## src/rtl/letter_scheduler_if.sv

```systemverilog
// Bundle between the letter scheduler and its generator, keyboard and renderer peers.
// The slave side is the scheduler; the master side drives game control, generator and keys.
interface letter_scheduler_if;
  logic        game_en;
  logic        frame_tick;
  logic [7:0]  gen_ch;
  logic [2:0]  gen_speed;
  logic [8:0]  gen_x;
  logic [9:0]  gen_y;
  logic        key_valid;
  logic [7:0]  key_ch;
  logic [3:0]  slot_valid;
  logic [31:0] slot_ch;
  logic [35:0] slot_x;
  logic [39:0] slot_y;
  logic        hit_pulse;
  logic        miss_pulse;
  logic [15:0] score;
  logic [7:0]  misses;

  modport master (
    output game_en, frame_tick, gen_ch, gen_speed, gen_x, gen_y, key_valid, key_ch,
    input  slot_valid, slot_ch, slot_x, slot_y, hit_pulse, miss_pulse, score, misses
  );

  modport slave (
    input  game_en, frame_tick, gen_ch, gen_speed, gen_x, gen_y, key_valid, key_ch,
    output slot_valid, slot_ch, slot_x, slot_y, hit_pulse, miss_pulse, score, misses
  );
endinterface

```

## src/rtl/letter_scheduler.sv

```systemverilog
// Four-slot falling-letter scheduler: per-frame move/miss sweep, interval spawn,
// and keyboard hit matching (highest row wins) with score/miss counters.
module letter_scheduler #(
  parameter int SPAWN_INTERVAL = 60,
  parameter int BOTTOM         = 464
) (
  input  logic               clk,
  input  logic               rst,
  letter_scheduler_if.slave  bus
);
  localparam int CW = $clog2(SPAWN_INTERVAL + 1);

  typedef enum logic [2:0] {IDLE, MOVE0, MOVE1, MOVE2, MOVE3, SPAWN} state_t;
  state_t state_q, state_d;

  logic [3:0]        valid_q, valid_d;
  logic [3:0][7:0]   ch_q, ch_d;
  logic [3:0][8:0]   x_q, x_d;
  logic [3:0][9:0]   y_q, y_d;
  logic [3:0][2:0]   spd_q, spd_d;
  logic [CW-1:0]     cnt_q, cnt_d, cnt_inc;
  logic              pend_vld_q, pend_vld_d;
  logic [7:0]        pend_ch_q, pend_ch_d;
  logic              hit_q, hit_d, miss_q, miss_d;
  logic [15:0]       score_q, score_d;
  logic [7:0]        misses_q, misses_d;

  logic [7:0] key_use;
  logic       found, free_found;
  logic [1:0] win, free_idx, mv_idx;
  logic [8:0] best_x;
  logic [9:0] nx;

  always_ff @(posedge clk) begin
    if (rst) state_q <= IDLE;
    else     state_q <= state_d;
  end

  always_comb begin
    state_d = state_q;
    case (state_q)
      IDLE:    if (bus.game_en && bus.frame_tick) state_d = MOVE0;
      MOVE0:   state_d = MOVE1;
      MOVE1:   state_d = MOVE2;
      MOVE2:   state_d = MOVE3;
      MOVE3:   state_d = SPAWN;
      SPAWN:   state_d = IDLE;
      default: state_d = IDLE;
    endcase
  end

  always_comb begin
    valid_d    = valid_q;
    ch_d       = ch_q;
    x_d        = x_q;
    y_d        = y_q;
    spd_d      = spd_q;
    cnt_d      = cnt_q;
    cnt_inc    = cnt_q;
    pend_vld_d = pend_vld_q;
    pend_ch_d  = pend_ch_q;
    hit_d      = 1'b0;
    miss_d     = 1'b0;
    score_d    = score_q;
    misses_d   = misses_q;
    found      = 1'b0;
    win        = '0;
    best_x     = '0;
    free_found = 1'b0;
    free_idx   = '0;
    mv_idx     = 2'(3'(state_q) - 3'd1);
    nx         = '0;
    key_use    = bus.key_valid ? bus.key_ch : pend_ch_q;

    case (state_q)
      IDLE: if (bus.game_en) begin
        // A live key beats the pending one; either way pending is spent here.
        pend_vld_d = 1'b0;
        if (bus.key_valid || pend_vld_q) begin
          for (int i = 0; i < 4; i++)
            if (valid_q[i] && ch_q[i] == key_use && (!found || x_q[i] > best_x)) begin
              found  = 1'b1;
              win    = 2'(i);
              best_x = x_q[i];
            end
          if (found) begin
            valid_d[win] = 1'b0;
            hit_d        = 1'b1;
            if (score_q != 16'hFFFF) score_d = score_q + 16'd1;
          end
        end
      end
      MOVE0, MOVE1, MOVE2, MOVE3: begin
        nx = {1'b0, x_q[mv_idx]} + {7'd0, spd_q[mv_idx]};
        if (valid_q[mv_idx]) begin
          if (nx >= 10'(BOTTOM)) begin
            valid_d[mv_idx] = 1'b0;
            miss_d          = 1'b1;
            if (misses_q != 8'hFF) misses_d = misses_q + 8'd1;
          end else begin
            x_d[mv_idx] = nx[8:0];
          end
        end
      end
      SPAWN: begin
        cnt_inc = (cnt_q >= CW'(SPAWN_INTERVAL)) ? cnt_q : cnt_q + 1'b1;
        cnt_d   = cnt_inc;
        for (int i = 3; i >= 0; i--)
          if (!valid_q[i]) begin
            free_found = 1'b1;
            free_idx   = 2'(i);
          end
        if (cnt_inc >= CW'(SPAWN_INTERVAL) && free_found) begin
          valid_d[free_idx] = 1'b1;
          ch_d[free_idx]    = bus.gen_ch;
          x_d[free_idx]     = bus.gen_x;
          y_d[free_idx]     = bus.gen_y;
          spd_d[free_idx]   = bus.gen_speed;
          cnt_d             = '0;
        end
      end
      default: ;
    endcase

    // Keys that arrive mid-sweep wait for the next IDLE cycle; newest wins.
    if (state_q != IDLE && bus.game_en && bus.key_valid) begin
      pend_vld_d = 1'b1;
      pend_ch_d  = bus.key_ch;
    end
  end

  always_ff @(posedge clk) begin
    if (rst) begin
      valid_q    <= '0;
      ch_q       <= '0;
      x_q        <= '0;
      y_q        <= '0;
      spd_q      <= '0;
      cnt_q      <= '0;
      pend_vld_q <= 1'b0;
      pend_ch_q  <= '0;
      hit_q      <= 1'b0;
      miss_q     <= 1'b0;
      score_q    <= '0;
      misses_q   <= '0;
    end else begin
      valid_q    <= valid_d;
      ch_q       <= ch_d;
      x_q        <= x_d;
      y_q        <= y_d;
      spd_q      <= spd_d;
      cnt_q      <= cnt_d;
      pend_vld_q <= pend_vld_d;
      pend_ch_q  <= pend_ch_d;
      hit_q      <= hit_d;
      miss_q     <= miss_d;
      score_q    <= score_d;
      misses_q   <= misses_d;
    end
  end

  assign bus.slot_valid = valid_q;
  assign bus.slot_ch    = ch_q;
  assign bus.slot_x     = x_q;
  assign bus.slot_y     = y_q;
  assign bus.hit_pulse  = hit_q;
  assign bus.miss_pulse = miss_q;
  assign bus.score      = score_q;
  assign bus.misses     = misses_q;
endmodule
```

## src/flat_wrapper.sv

```systemverilog
// flat-port wrapper written by rule: the top's interface ports become plain ports
module letter_scheduler_flat 
#(
  parameter int SPAWN_INTERVAL = 60,
  parameter int BOTTOM         = 464
)
  (clk, rst, bus_game_en, bus_frame_tick, bus_gen_ch, bus_gen_speed, bus_gen_x, bus_gen_y, bus_key_valid, bus_key_ch, bus_slot_valid, bus_slot_ch, bus_slot_x, bus_slot_y, bus_hit_pulse, bus_miss_pulse, bus_score, bus_misses);
  letter_scheduler_if bus_i ();
  input  logic clk;
  input  logic rst;
  input wire logic [$bits(bus_i.game_en)-1:0] bus_game_en;
  input wire logic [$bits(bus_i.frame_tick)-1:0] bus_frame_tick;
  input wire logic [$bits(bus_i.gen_ch)-1:0] bus_gen_ch;
  input wire logic [$bits(bus_i.gen_speed)-1:0] bus_gen_speed;
  input wire logic [$bits(bus_i.gen_x)-1:0] bus_gen_x;
  input wire logic [$bits(bus_i.gen_y)-1:0] bus_gen_y;
  input wire logic [$bits(bus_i.key_valid)-1:0] bus_key_valid;
  input wire logic [$bits(bus_i.key_ch)-1:0] bus_key_ch;
  output wire logic [$bits(bus_i.slot_valid)-1:0] bus_slot_valid;
  output wire logic [$bits(bus_i.slot_ch)-1:0] bus_slot_ch;
  output wire logic [$bits(bus_i.slot_x)-1:0] bus_slot_x;
  output wire logic [$bits(bus_i.slot_y)-1:0] bus_slot_y;
  output wire logic [$bits(bus_i.hit_pulse)-1:0] bus_hit_pulse;
  output wire logic [$bits(bus_i.miss_pulse)-1:0] bus_miss_pulse;
  output wire logic [$bits(bus_i.score)-1:0] bus_score;
  output wire logic [$bits(bus_i.misses)-1:0] bus_misses;
  assign bus_i.game_en = bus_game_en;
  assign bus_i.frame_tick = bus_frame_tick;
  assign bus_i.gen_ch = bus_gen_ch;
  assign bus_i.gen_speed = bus_gen_speed;
  assign bus_i.gen_x = bus_gen_x;
  assign bus_i.gen_y = bus_gen_y;
  assign bus_i.key_valid = bus_key_valid;
  assign bus_i.key_ch = bus_key_ch;
  assign bus_slot_valid = bus_i.slot_valid;
  assign bus_slot_ch = bus_i.slot_ch;
  assign bus_slot_x = bus_i.slot_x;
  assign bus_slot_y = bus_i.slot_y;
  assign bus_hit_pulse = bus_i.hit_pulse;
  assign bus_miss_pulse = bus_i.miss_pulse;
  assign bus_score = bus_i.score;
  assign bus_misses = bus_i.misses;
  letter_scheduler #(.SPAWN_INTERVAL(SPAWN_INTERVAL), .BOTTOM(BOTTOM)) u_core (.clk(clk), .rst(rst), .bus(bus_i));
endmodule
```

## config.mk

```make
export PLATFORM = sky130hd
export DESIGN_NAME = letter_scheduler_flat
export DESIGN_NICKNAME = d
export VERILOG_FILES = /design/src/rtl/letter_scheduler_if.sv /design/src/rtl/letter_scheduler.sv /design/src/flat_wrapper.sv
export SDC_FILE = /design/constraint.sdc
export NUM_CORES = 1
export LEC_CHECK = 0
export ABC_AREA = 1
export CORE_MARGIN = 3
export CORE_UTILIZATION = 58
export CTS_CLUSTER_SIZE = 25
export DETAILED_ROUTE_END_ITERATION = 16
export PLACE_DENSITY_LB_ADDON = 0.25
export SLEW_MARGIN = 20
export SYNTH_ARGS = -nofsm -noshare
export SYNTH_HDL_FRONTEND = slang
export SYNTH_SLANG_ARGS = --single-unit
```

## constraint.sdc

```tcl
create_clock -name clk -period 8.95 [get_ports clk]
set_clock_uncertainty 0.1 [all_clocks]
set_input_delay 0.895 -clock clk [delete_from_list [all_inputs] [get_ports clk]]
set_output_delay 0.895 -clock clk [all_outputs]
set_load 0.02 [all_outputs]
```

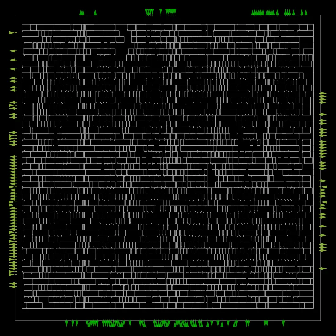
(run_1/final_placement.png)
n_taps: 220
count of non-filler cells in the finished layout: 1894
FP Rows: 47
flip-flops: 168
Seq area share: 27.0%

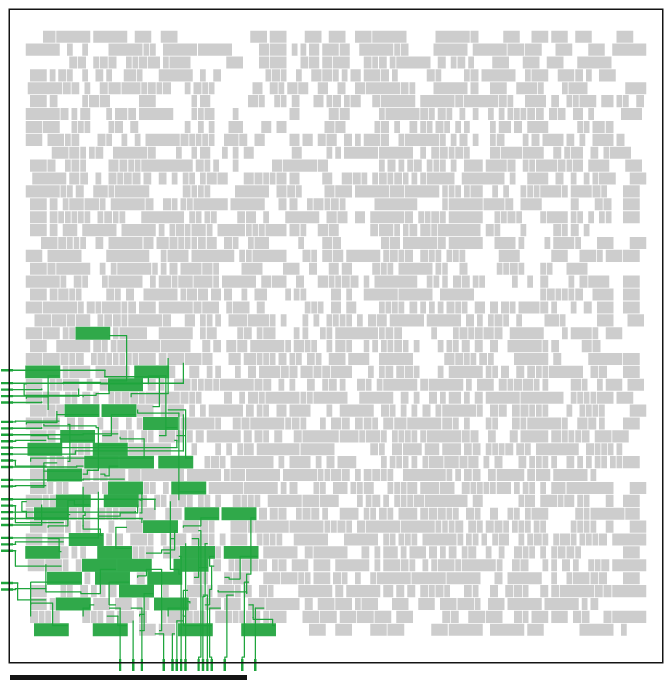
(run_1/port_nets.png)
Scale bar: 50 um.
Key: green = bus_slot_y [bits 40, direction output, end cells 40, buffers 40, wire 1330 um]

==> impl_metrics.env, run 1 <==
# yosys + openroad results
export IMPL_power_mw=2.55
export IMPL_fp_util_pct=59.9
export IMPL_synth_xor_area_share_pct=2.18
export IMPL_ant_nets=0
export IMPL_synth_distinct_cells=50
export IMPL_finalSetupViolCount=0
export IMPL_syn_area_mm2=0.0100
export IMPL_edf_count=0
export IMPL_status="completed"
export IMPL_cts_root_buf="clkbuf_16"
export IMPL_syn_to_final_growth_pct=24.1
export IMPL_viasPerCell=5.87
export IMPL_wl_met1_mm=14.0
export IMPL_crit_family="simple AND/OR/NAND/NOR gates"
export IMPL_cts_clk_slew_worst_paths_ns=0.08
export IMPL_synthSimpleGateAreaFrac_pct=33.8
export IMPL_lay_top_cells="nand2_1, nor2_1, clkdlybuf4s50_1, dfxtp_1, o21ai_0"
export IMPL_worstSkewPairLatency_ns=0.44
export IMPL_grt_pass1_vias=10200
export IMPL_seq_area_mm2=0.00336
export IMPL_final_clk_cell_share_pct=4.82
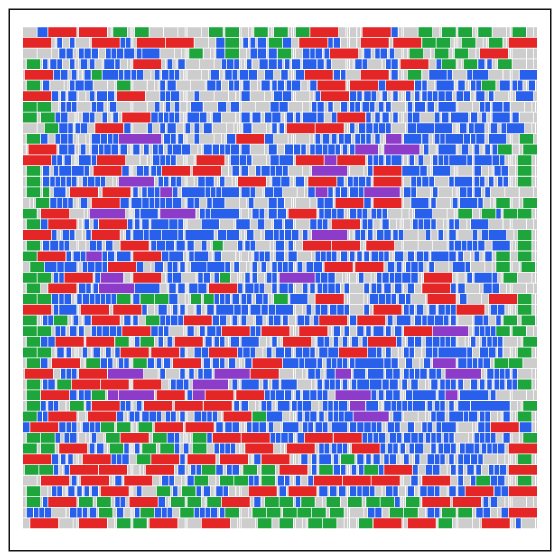
(run_1/cell_classes.png)
Fill, decap, tap and diode cells in gray.
Key: blue = all other logic [cells 1290]; red = flip-flops [cells 168]; green = other buffers and delay cells [cells 185]; purple = clock drivers and dummy loads [cells 31]

[run 1: cells in the mapped netlist, types with 2 or more instances]
library cell and count:
nand2_1 324, nor2_1 228, dfxtp_1 168, o21ai_0 147, inv_1 138, a21oi_1 117
nand3_1 75, nand4_1 49, ha_1 38, clkbuf_1 34, o22ai_1 32, nor3_1 19
nand2_2 16, o21ai_1 11, xnor2_1 10, xor2_1 10, buf_2 9, nand3_2 9
inv_2 8, nand2_4 8, nor4_1 7, buf_6 6, buf_4 5, nor2_2 5
clkinv_1 4, o211ai_1 4, a211oi_1 3, o21a_1 3, inv_4 2, nand3b_1 2
nor2_4 2, nor2_8 2, or2_2 2
[run 1: worst paths after layout]
path / endpoint / slack [ns] / from
setup reg to reg: u_core.bus.slot_valid[0] / 2.73 / u_core.pend_ch_q[3]
hold / removal: u_core.bus.score[15] / 0.39 / u_core.bus.score[15]
setup / recovery: u_core.bus.slot_valid[0] / 1.37 / bus_key_valid
hold reg to reg: u_core.bus.score[15] / 0.39 / u_core.bus.score[15]
[run 1: power breakdown]
group	internal (mW)	switching (mW)	total, mW	leakage, nW
Clock	0.401	0.355	0.755	0.291
Sequential	0.776	0.0529	0.829	1.35
Combinational	0.291	0.678	0.969	3.58
Total	1.47	1.09	2.55	5.23
[run 1: state kept, by name, indices dropped and copies added (netlist names)]
| register | count |
|---|---|
| u_core.state_q | 3 |
| u_core.bus.slot_ch | 32 |
| u_core.pend_vld_q | 1 |
| u_core.bus.misses | 8 |
| u_core.bus.slot_y | 40 |
| u_core.pend_ch_q | 8 |
| u_core.cnt_q | 6 |
| u_core.bus.slot_valid | 4 |
| u_core.bus.hit_pulse | 1 |
| u_core.bus.miss_pulse | 1 |
| u_core.bus.score | 16 |
| u_core.spd_q | 12 |
| u_core.bus.slot_x | 36 |
## Run 2: what changed since run 1
--- a/config.mk
+++ b/config.mk
@@ -7,7 +7,7 @@
 export LEC_CHECK = 0
 export ABC_AREA = 1
 export CORE_MARGIN = 3
-export CORE_UTILIZATION = 58
+export CORE_UTILIZATION = 48
 export CTS_CLUSTER_SIZE = 25
 export DETAILED_ROUTE_END_ITERATION = 16
 export PLACE_DENSITY_LB_ADDON = 0.25
==> constraint.sdc (replaced) <==
create_clock -name clk -period 6.35 [get_ports clk]
set_clock_uncertainty 0.1 [all_clocks]
set_input_delay 0.635 -clock clk [delete_from_list [all_inputs] [get_ports clk]]
set_output_delay 0.635 -clock clk [all_outputs]
set_load 0.02 [all_outputs]
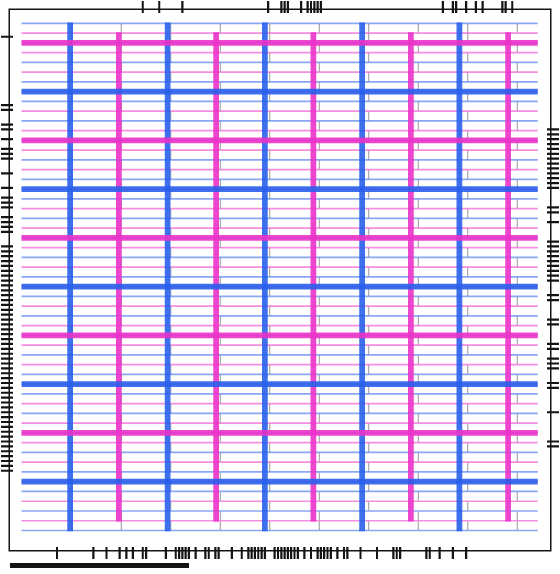
(run_2/pdn.png)
Scale bar: 50 um. Pins as bars on the die edge. Tap cells in gray.
Key: magenta = VDD; blue = VSS
The core has 52 rows. 270 tap cells. 10 straps on met4.

==> run 2 against run 1 <==
Routed wire length is 3.9% higher. Non-clock buffer count rose by 67. Critical endpoint is now u_core.bus.slot_valid[3]. Largest power group unchanged. Largest cell class unchanged. Critical path depth is 2 higher. Final cell count up 6.3%. Sequential share of layout area down 1.7 points.
==> impl_metrics.env, run 2 <==
# yosys + openroad results
export IMPL_top_cell="nand2_1"
export IMPL_switchingPower_mw=1.59
export IMPL_syn_to_final_growth_pct=32.2
export IMPL_syn_area_mm2=0.0100
export IMPL_worst_path_stages=43
export IMPL_worstSkewPairLatency_ns=0.44
export IMPL_largest_reg_flops=40
export IMPL_cts_root_buf="clkbuf_16"
export IMPL_clkPwrFrac_pct=29.5
export IMPL_combPwrFrac_pct=39.4
export IMPL_p_clk_mw=1.09
export IMPL_status="completed"
export IMPL_finalSetupViolCount=0
export IMPL_num_rows=52
export IMPL_cts_clk_slew_worst_paths_ns=0.08
export IMPL_power_top_group="combinational cells"
export IMPL_synthSimpleGateAreaFrac_pct=33.8
export IMPL_ant_nets=0
export IMPL_pg_comb_mw=1.45
export IMPL_lay_top_cells="nand2_1, nor2_1, clkdlybuf4s50_1, dfxtp_1"
export IMPL_clock_sinks=168
export IMPL_synthTopCellsByCount="nand2_1, nor2_1, dfxtp_1"
export IMPL_edf_count=0
export IMPL_share_seq_of_total_power_pct=31.1
export IMPL_worstSetupStartpointType="primary input"
export IMPL_switching_share_pct=43.2
export IMPL_powerSeq_mw=1.14
export IMPL_top_area_share_pct=33.5
export IMPL_async_flop_share_pct=0
export IMPL_power_mw=3.68
export IMPL_crit_family="simple AND/OR/NAND/NOR gates"
export IMPL_synth_distinct_cells=50
export IMPL_grt_pass1_vias=10100
-- run 2: cell counts after synthesis --
No cell type changed its count.
-- run 2: cell type report --
type | count | area, um^2 | share of cell area (%)
Timing Repair Buffer | 252 | 2350 | 17.7
Tap cell | 270 | 338 | 2.55
Inverter | 152 | 578 | 4.36
Multi-Input combinational cell | 1140 | 6020 | 45.4
Sequential cell | 168 | 3360 | 25.3
Clock buffer | 17 | 425 | 3.21
Clock inverter | 15 | 195 | 1.47
-- run 2: per-layer routing --
metal | GRT usage (%) | part of all wire (%)
met5 | 0 | 0
met4 | 6.44 | 1.6
met3 | 5.93 | 9.7
met2 | 47.4 | 45
met1 | 41.9 | 44
-- run 2: stage by stage --
| stage | cells | hold slack (ns) | setup WS (ns) | cell area [um^2] |
|---|---|---|---|---|
| after floorplan | 1514 | 0.358 | 0.546 | 10000 |
| after global placement | 1970 | 0.365 | -0.344 | 12300 |
| after detailed placement | 1970 | 0.371 | -0.527 | 12300 |
| after CTS | 2002 | 0.383 | 0.00652 | 13000 |
| after global routing | 2014 | 0.412 | -0.0436 | 13300 |
| final | 2014 | 0.379 | 0.341 | 13300 |
-- run 2: path summary, 6_finish.rpt --
kind	to	slack, ns	from
worst min register to register	u_core.bus.slot_ch[10]	0.38	u_core.bus.slot_ch[10]
worst min-delay path	u_core.bus.slot_ch[10]	0.38	u_core.bus.slot_ch[10]
worst max-delay path	u_core.bus.slot_valid[3]	0.34	bus_key_ch[5]
worst max register to register	u_core.bus.slot_valid[3]	0.71	u_core.pend_ch_q[7]
-- run 2: worst register-to-register path, delay by kind of cell, from the launching register on --
kind	cells	cell delay [ns]
simple gates	25	2.53
compound gates	10	1.20
fa+ha+maj	3	0.88
flops	1	0.44
buf+inv	3	0.38
## Run 3: what changed since run 2
--- a/config.mk
+++ b/config.mk
@@ -6,11 +6,13 @@
 export NUM_CORES = 1
 export LEC_CHECK = 0
 export ABC_AREA = 1
+export CAP_MARGIN = 0
 export CORE_MARGIN = 3
 export CORE_UTILIZATION = 48
 export CTS_CLUSTER_SIZE = 25
 export DETAILED_ROUTE_END_ITERATION = 16
 export PLACE_DENSITY_LB_ADDON = 0.25
+export RECOVER_POWER = 50
 export SLEW_MARGIN = 20
 export SYNTH_ARGS = -nofsm -noshare
 export SYNTH_HDL_FRONTEND = slang
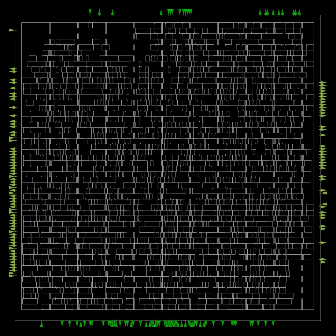
(run_3/final_placement.png)
Final Util: 65.0%
n_taps: 270
filler cell count in the final layout: 1824
FP Rows: 52
Seq area share: 25.4%

==> run 3 against run 2 <==
The flow now finishes with violations (capacitance limit, slew limit). Sequential cell count did not move. Global-route usage unchanged. Routed wire length is 0.16% higher. Power shrank 0.17%. Final cell count unchanged. Design area is 0.16% lower. Die area is the same. Combinational power about the same. Synthesized cell count unchanged. Register-to-register slack about the same. Fmax about the same. Critical endpoint unchanged. Largest power group unchanged.
==> impl_metrics.env, run 3 <==
# yosys + openroad results
export IMPL_buffer_area_share_pct=17.7
export IMPL_ant_nets=0
export IMPL_r2r_slack_ns=0.70
export IMPL_buffers=252
export IMPL_crit_family="simple AND/OR/NAND/NOR gates"
export IMPL_sh_comb_area_pct=45.3
export IMPL_largest_class="logic gates"
export IMPL_seq_area_mm2=0.00336
export IMPL_violations="capacitance limit, slew limit"
export IMPL_edf_count=0
export IMPL_stdcell_count=2014
export IMPL_top_usage_layer="met2"
export IMPL_async_flop_share_pct=0
export IMPL_syn_area_mm2=0.0100
export IMPL_worstSkewPairLatency_ns=0.44
export IMPL_grt_use_met1_pct=41.9
export IMPL_cts_clk_slew_worst_paths_ns=0.08
export IMPL_status="complete, but fails checks"
export IMPL_drv_cap=1
export IMPL_grtUsageMet3_pct=5.93
export IMPL_ff_count=168
export IMPL_inv_count=152
export IMPL_drv_slew=110
## run 3: cell types whose count changed in the layout (fill, tap and decap cells not counted)
cell	change
buf_4	-1
clkbuf_1	+1
clkdlybuf4s50_1	-138
dlygate4sd3_1	+138
inv_1	+1
inv_2	-1
nand3_1	+2
nand3_2	-1
nand3_4	-1
## run 3: worst register-to-register path, delay by kind of cell, from the launching register on
family / cells / cell delay (ns)
AND-OR/OR-AND: 7 / 0.91
adder cells (fa/ha/maj): 3 / 0.81
buffers and inverters: 5 / 0.59
flip-flops: 1 / 0.33
AND/OR/NAND/NOR: 29 / 2.80
## run 3: how the worst max path moves through the flow
| stage | start | to | slack [ns] | depth (start not counted) |
|---|---|---|---|---|
| 6_report | bus_key_ch[7] | u_core.bus.slot_valid[3] | 0.34 | 44 |
| 5_1_grt | bus_key_ch[5] | u_core.bus.slot_valid[1] | -0.05 | 43 |
| 4_1_cts | bus_key_valid | u_core.bus.slot_valid[0] | 0.007 | 42 |
| 3_5_place_dp | bus_key_valid | u_core.bus.slot_valid[0] | -0.53 | 42 |
| 3_3_place_gp | bus_key_valid | u_core.bus.slot_valid[0] | -0.34 | 42 |
| 2_1_floorplan | bus_key_valid | u_core.bus.slot_valid[0] | 0.55 | 42 |
## run 3: metrics by stage
stage | setup TNS (ns) | power, mW | cell area, um^2 | hold WS (ns)
after floorplan | 0 | 2.16 | 10000 | 0.358
after global placement | -1.13 | 2.52 | 12300 | 0.365
after detailed placement | -1.89 | 2.54 | 12300 | 0.371
after CTS | 0 | 3.61 | 13000 | 0.383
after global routing | -0.132 | 3.85 | 13200 | 0.409
final | 0 | 3.68 | 13200 | 0.377
## run 3: power breakdown
part / switching, mW / internal (mW)
combinational: 1.00 / 0.449
clock: 0.543 / 0.540
sequential: 0.0499 / 1.09

==> gallery <==
Wire density map.
picture 1
The die is cut into 28 by 28 equal tiles; dark blue is low, red is high, scaled to the fullest tile. Values are wire area over tile area, all layers added.
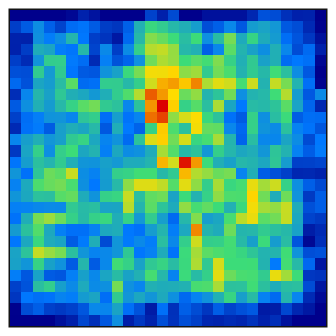
picture 2
The die is cut into 30 by 30 equal tiles; dark blue is low, red is high, scaled to the fullest tile. Values are wire area over tile area, all layers added.
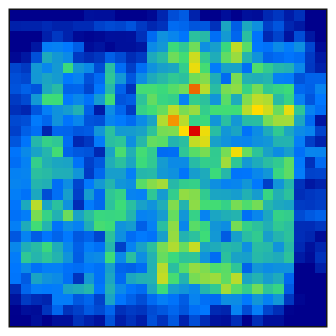
| picture | from |
|---|---|
| picture 1 | run 1 |
| picture 2 | run 2 |

No activity file was given, so power comes from the tool's default toggle rates.
